<file path="config.mk">
export PLATFORM = sky130hd
export DESIGN_NAME = seg_scan_driver
export DESIGN_NICKNAME = d
export VERILOG_FILES = /design/src/rtl/seg_scan_driver.sv
export SDC_FILE = /design/constraint.sdc
export NUM_CORES = 1
export LEC_CHECK = 0
export CELL_PAD_IN_SITES_DETAIL_PLACEMENT = 2
export CELL_PAD_IN_SITES_GLOBAL_PLACEMENT = 2
export CORE_MARGIN = 4
export CORE_UTILIZATION = 35
export CTS_BUF_LIST = sky130_fd_sc_hd__clkbuf_8
export DETAILED_ROUTE_END_ITERATION = 8
export PLACE_DENSITY_LB_ADDON = 0.1
export SKIP_LAST_GASP = 1
export SYNTH_ARGS = -nofsm -noshare
export SYNTH_HDL_FRONTEND = slang
export SYNTH_SLANG_ARGS = --single-unit
</file>
<file path="constraint.sdc">
create_clock -name clk -period 3.25 [get_ports clk]
set_input_delay 0.65 -clock clk [delete_from_list [all_inputs] [get_ports clk]]
set_output_delay 0.65 -clock clk [all_outputs]
set_load 0.05 [all_outputs]
</file>
<file path="src/rtl/seg_scan_driver.sv">
// N-digit multiplexed seven-segment driver: hex decode, anode scanning, and double-buffered digit load.
// Define SEG_SCAN_DP_EN to add the per-digit decimal point (dp_in / dp).
module seg_scan_driver #(
  parameter int NUM_DIGITS  = 4,
  parameter int REFRESH_DIV = 100000,
  parameter int LZ_BLANK    = 0
) (
  input  logic                    clk,
  input  logic                    rst,
  input  logic                    enable,
  input  logic [4*NUM_DIGITS-1:0] digits_in,
  input  logic                    load,
`ifdef SEG_SCAN_DP_EN
  input  logic [NUM_DIGITS-1:0]   dp_in,
  output logic                    dp,
`endif
  output logic [NUM_DIGITS-1:0]   anode,
  output logic [6:0]              cathode,
  output logic                    frame_done
);

  localparam int IDX_W = (NUM_DIGITS > 1) ? $clog2(NUM_DIGITS) : 1;
  localparam int DIV_W = (REFRESH_DIV > 1) ? $clog2(REFRESH_DIV) : 1;
  localparam logic [DIV_W-1:0] DIV_LAST = DIV_W'(REFRESH_DIV - 1);
  localparam logic [IDX_W-1:0] IDX_LAST = IDX_W'(NUM_DIGITS - 1);

  logic [DIV_W-1:0]        div_cnt;
  logic [IDX_W-1:0]        idx;
  logic [4*NUM_DIGITS-1:0] shadow;
  logic [4*NUM_DIGITS-1:0] pending;
  logic                    pend_flag;

  logic                    div_tc;
  logic                    boundary;
  logic [NUM_DIGITS-1:0]   lz_mask;
  logic                    all_zero;
  logic [3:0]              cur_nib;
  logic                    cur_blank;

`ifdef SEG_SCAN_DP_EN
  logic [NUM_DIGITS-1:0]   dp_pending;
  logic [NUM_DIGITS-1:0]   dp_shadow;
  logic                    cur_dp;
`endif

  function automatic logic [6:0] seg_decode(input logic [3:0] nib);
    seg_decode = 7'h7F;
    case (nib)
      4'h0: seg_decode = 7'b1000000;
      4'h1: seg_decode = 7'b1111001;
      4'h2: seg_decode = 7'b0100100;
      4'h3: seg_decode = 7'b0110000;
      4'h4: seg_decode = 7'b0011001;
      4'h5: seg_decode = 7'b0010010;
      4'h6: seg_decode = 7'b0000010;
      4'h7: seg_decode = 7'b1111000;
      4'h8: seg_decode = 7'b0000000;
      4'h9: seg_decode = 7'b0010000;
      4'hA: seg_decode = 7'b0001000;
      4'hB: seg_decode = 7'b0000011;
      4'hC: seg_decode = 7'b1000110;
      4'hD: seg_decode = 7'b0100001;
      4'hE: seg_decode = 7'b0000110;
      4'hF: seg_decode = 7'b0001110;
      default: seg_decode = 7'h7F;
    endcase
  endfunction

  assign div_tc   = (div_cnt == DIV_LAST);
  assign boundary = enable && div_tc && (idx == IDX_LAST);

  // Blank mask walks from the most significant digit down; digit 0 is never blanked.
  always_comb begin
    lz_mask  = '0;
    all_zero = 1'b1;
    for (int unsigned i = 0; i < NUM_DIGITS; i++) begin
      all_zero = all_zero & (shadow[4*(NUM_DIGITS-1-i) +: 4] == 4'h0);
      if ((LZ_BLANK != 0) && (i != NUM_DIGITS - 1))
        lz_mask[NUM_DIGITS-1-i] = all_zero;
    end
    cur_nib   = '0;
    cur_blank = 1'b0;
`ifdef SEG_SCAN_DP_EN
    cur_dp    = 1'b0;
`endif
    for (int unsigned k = 0; k < NUM_DIGITS; k++) begin
      if (idx == IDX_W'(k)) begin
        cur_nib   = shadow[4*k +: 4];
        cur_blank = lz_mask[k];
`ifdef SEG_SCAN_DP_EN
        cur_dp    = dp_shadow[k];
`endif
      end
    end
  end

  always_ff @(posedge clk) begin
    if (rst) begin
      div_cnt    <= '0;
      idx        <= '0;
      frame_done <= 1'b0;
    end else begin
      if (!enable) begin
        div_cnt <= '0;
        idx     <= '0;
      end else if (div_tc) begin
        div_cnt <= '0;
        idx     <= (idx == IDX_LAST) ? '0 : idx + IDX_W'(1);
      end else begin
        div_cnt <= div_cnt + DIV_W'(1);
      end
      frame_done <= boundary;
    end
  end

  // A load on the boundary cycle bypasses pending so the new frame shows it immediately.
  always_ff @(posedge clk) begin
    if (rst) begin
      shadow    <= '0;
      pending   <= '0;
      pend_flag <= 1'b0;
`ifdef SEG_SCAN_DP_EN
      dp_shadow  <= '0;
      dp_pending <= '0;
`endif
    end else if (boundary && load) begin
      shadow    <= digits_in;
      pend_flag <= 1'b0;
`ifdef SEG_SCAN_DP_EN
      dp_shadow <= dp_in;
`endif
    end else if (boundary && pend_flag) begin
      shadow    <= pending;
      pend_flag <= 1'b0;
`ifdef SEG_SCAN_DP_EN
      dp_shadow <= dp_pending;
`endif
    end else if (load) begin
      pending   <= digits_in;
      pend_flag <= 1'b1;
`ifdef SEG_SCAN_DP_EN
      dp_pending <= dp_in;
`endif
    end
  end

  always_ff @(posedge clk) begin
    if (rst || !enable) begin
      anode   <= '1;
      cathode <= 7'h7F;
`ifdef SEG_SCAN_DP_EN
      dp      <= 1'b1;
`endif
    end else begin
      anode   <= ~(NUM_DIGITS'(1) << idx);
      cathode <= cur_blank ? 7'h7F : seg_decode(cur_nib);
`ifdef SEG_SCAN_DP_EN
      dp      <= ~(cur_dp & ~cur_blank);
`endif
    end
  end

endmodule

</file>
Fig. 1: placed cells, one colour a class
Drawn at 3 px/µm.
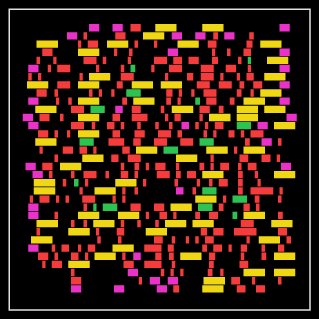
[red] all other logic | cells: 249
[yellow] flip-flops | cells: 64
[magenta] other buffers and delay cells | cells: 35
[green] clock drivers and dummy loads | cells: 16

Fig. 2: placed standard cells
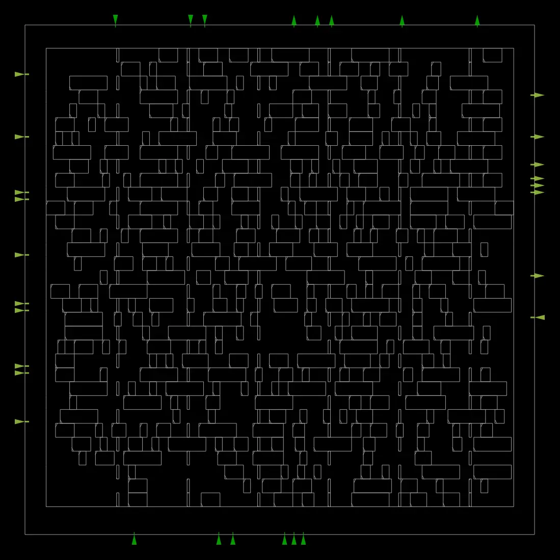
fill cell total of the finished layout: 917
post-route core utilization: 42.6%

Fig. 3: M3 wires
Drawn at 4 px/µm.
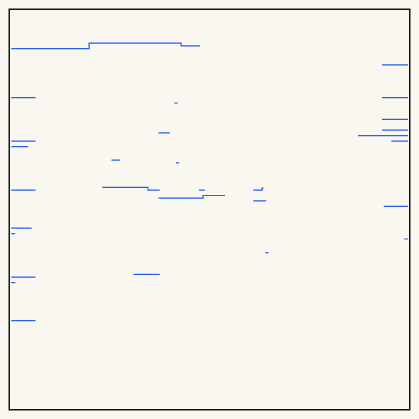
share of all routed wire: 2.4%
main direction: horizontal
nets with wire on the layer: 20
longest straight run: 23.0 µm

==> run summary <==
Implementation results are summarized by area below.

Floorplan
The count of boundary I/O pins is 32. In this run the full chip footprint comes out at 9950 µm².

Worst setup path
The source of the critical timing path is idx[0]. The number of cells traversed by the worst register-to-register path is 5. The count of buffering cells on the critical path with inverters included is 0. Along the worst path, the maximum fanout reaches 16.

The minimum setup slack among reg-to-reg paths is 0.71 ns.

Clocking
The CTS log lists the clock sinks for this run as between 60 and 70. Post-CTS repair ended up resizing 0 cells. The H-tree was split into 3 levels.

In this run the post-CTS setup repair buffer count came out at 0.

Placement
At the placement stage, the worst setup path has a slack of 0.699 ns. Per the placement log, port buffering inserted 31 buffers.

Final layout
Per the cell usage report, the commonest logic cell in the layout is sky130_fd_sc_hd__nor2_1. Ranking logic cells in the layout by count gives the top entries 71 x sky130_fd_sc_hd__nor2_1, 64 x sky130_fd_sc_hd__dfxtp_1, 41 x sky130_fd_sc_hd__nand2_1.

GRT
The number of global-route vias before repair is 2581. The largest net degree at the start of global routing is 17. The initial antenna violation count is 0.

Yosys
Synthesis handed over a netlist of between 300 and 400 instances. The predominant post-synthesis flop cell is sky130_fd_sc_hd__dfxtp_1. Synthesis instantiated between 40 and 50 different standard cells from the library.

The net count after synthesis is 358. The sequential-to-total area share from yosys stat is between 40% and 50%. In the synthesized netlist the async set-or-reset flop fraction comes to 0%.

Min path
The worst hold path belongs to the class reg -> reg.

Run status
The run finished with clean final reports.

Power and ir drop
The net switching power of the design is roughly 0.38 mW. Looking at the power breakdown, combinational cells take 7.9% of the total. Sequential power for this build is between 0.8 and 0.9 mW. The overall power of the completed layout is 1.52 mW.

Detailed routing
Detailed-route iteration 0 reported a violation count of between 40 and 50. The remaining antenna violation count after routing is 0. TritonRoute reported its final design rule violation total as 0. The average vias per placed instance is ~5.0. For this block, the via count after detailed routing is 2363.

STA
The worst max-slew margin expressed relative to the limit is around 52%.
Fig. 4: routed metal, one colour a layer
Drawn at 4 px/µm. Two of the layers only.
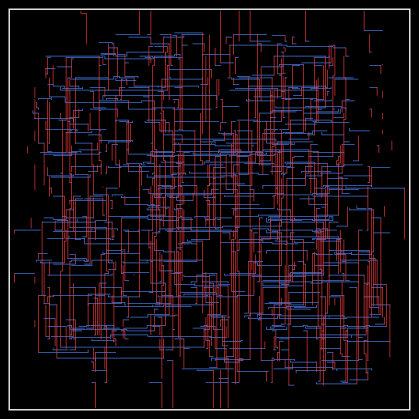
[red] met2 | wire length: 4070 µm
[blue] met1 | wire length: 3530 µm

Fig. 5: register map, names as in the netlist
Drawn at 6 px/µm. Other sequential cells in the stronger grey, the rest of the logic in the fainter grey.
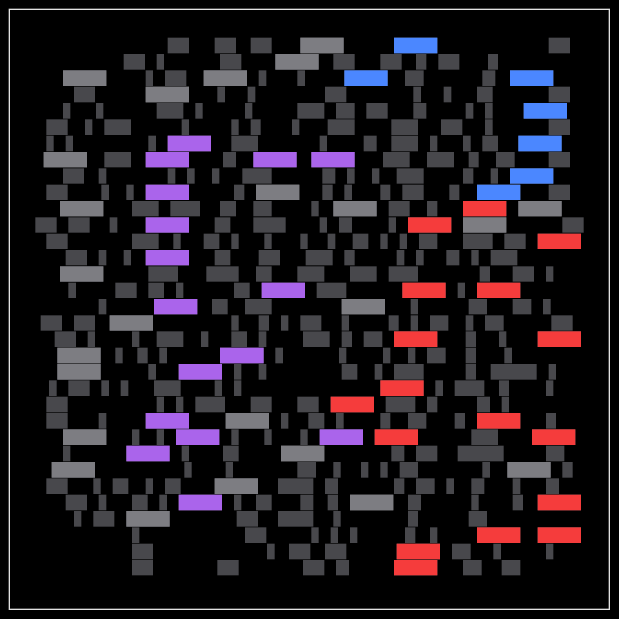
[blue] `cathode` | flops: 7 | where: upper right
[purple] `shadow` | flops: 16
[red] `div_cnt` | flops: 17
not coloured: 24

[layout make-up]
cell class	instances	area share (%)
clock buffer	10	3.93
tap	105	3.76
clock inverter	6	0.787
inverter	10	1.07
timing repair buffer	35	9.73
multi-input combinational	239	44.1
sequential	64	36.6
[kinds of logic after synthesis]
| group | count (synthesis) | share of synthesized area, % |
|---|---|---|
| buffers and inverters | 24 | 4.16 |
| AND-OR/OR-AND | 46 | 13.2 |
| AND/OR/NAND/NOR | 149 | 23.8 |
| adder cells (fa/ha/maj) | 11 | 4.67 |
| XOR/XNOR | 13 | 3.86 |
| multiplexers | 20 | 6.79 |
| flip-flops | 64 | 43.5 |
[registers in the layout, summed over array words and instances, names as in the netlist]
register and flops:
shadow 16, div_cnt 17, cathode 7, idx 2
pend_flag 1, frame_done 1, anode 4, pending 16
[cells in the mapped netlist, types with 2 or more instances]
| cell | number | area share [%] |
|---|---|---|
| sky130_fd_sc_hd__a211oi_1 | 4 | 1.0 |
| sky130_fd_sc_hd__a21oi_1 | 6 | 1.0 |
| sky130_fd_sc_hd__a221o_1 | 2 | 0.68 |
| sky130_fd_sc_hd__a221oi_2 | 2 | 1.0 |
| sky130_fd_sc_hd__and3_1 | 2 | 0.42 |
| sky130_fd_sc_hd__and4_1 | 2 | 0.59 |
| sky130_fd_sc_hd__buf_2 | 4 | 0.68 |
| sky130_fd_sc_hd__clkbuf_1 | 7 | 0.89 |
| sky130_fd_sc_hd__dfxtp_1 | 64 | 43 |
| sky130_fd_sc_hd__ha_1 | 11 | 4.7 |
| sky130_fd_sc_hd__inv_1 | 9 | 1.1 |
| sky130_fd_sc_hd__mux2i_1 | 20 | 6.8 |
| sky130_fd_sc_hd__nand2_1 | 41 | 5.2 |
| sky130_fd_sc_hd__nand3_1 | 5 | 0.85 |
| sky130_fd_sc_hd__nand3b_1 | 2 | 0.51 |
| sky130_fd_sc_hd__nor2_1 | 71 | 9.0 |
| sky130_fd_sc_hd__nor2b_1 | 4 | 0.85 |
| sky130_fd_sc_hd__nor3_1 | 6 | 1.0 |
| sky130_fd_sc_hd__nor3b_1 | 2 | 0.51 |
| sky130_fd_sc_hd__o21ai_0 | 8 | 1.4 |
| sky130_fd_sc_hd__o221ai_1 | 2 | 0.59 |
| sky130_fd_sc_hd__o31a_1 | 2 | 0.59 |
| sky130_fd_sc_hd__o31ai_1 | 6 | 1.5 |
| sky130_fd_sc_hd__o31ai_2 | 10 | 4.2 |
| sky130_fd_sc_hd__or3_1 | 4 | 0.85 |
| sky130_fd_sc_hd__xnor2_1 | 7 | 2.1 |
| sky130_fd_sc_hd__xor2_1 | 6 | 1.8 |
[stage by stage]
step,cells,hold slack (ns)
floorplan,327,0.418
detailed placement,453,0.458
global route,469,0.483
global placement,453,0.440
finish,469,0.465
CTS,469,0.471
[routing by layer]
| metal | GRT usage, % | vias to the layer above | part of all wire (%) |
|---|---|---|---|
| li1 | - | 1175 | - |
| met1 | 19.6 | 1147 | 45 |
| met2 | 31.2 | 31 | 52 |
| met3 | 3.51 | 10 | 2.3 |
| met4 | 5.36 | 0 | 1.3 |
| met5 | 0 | - | 0 |
No activity file was given, so power comes from the tool's default toggle rates.
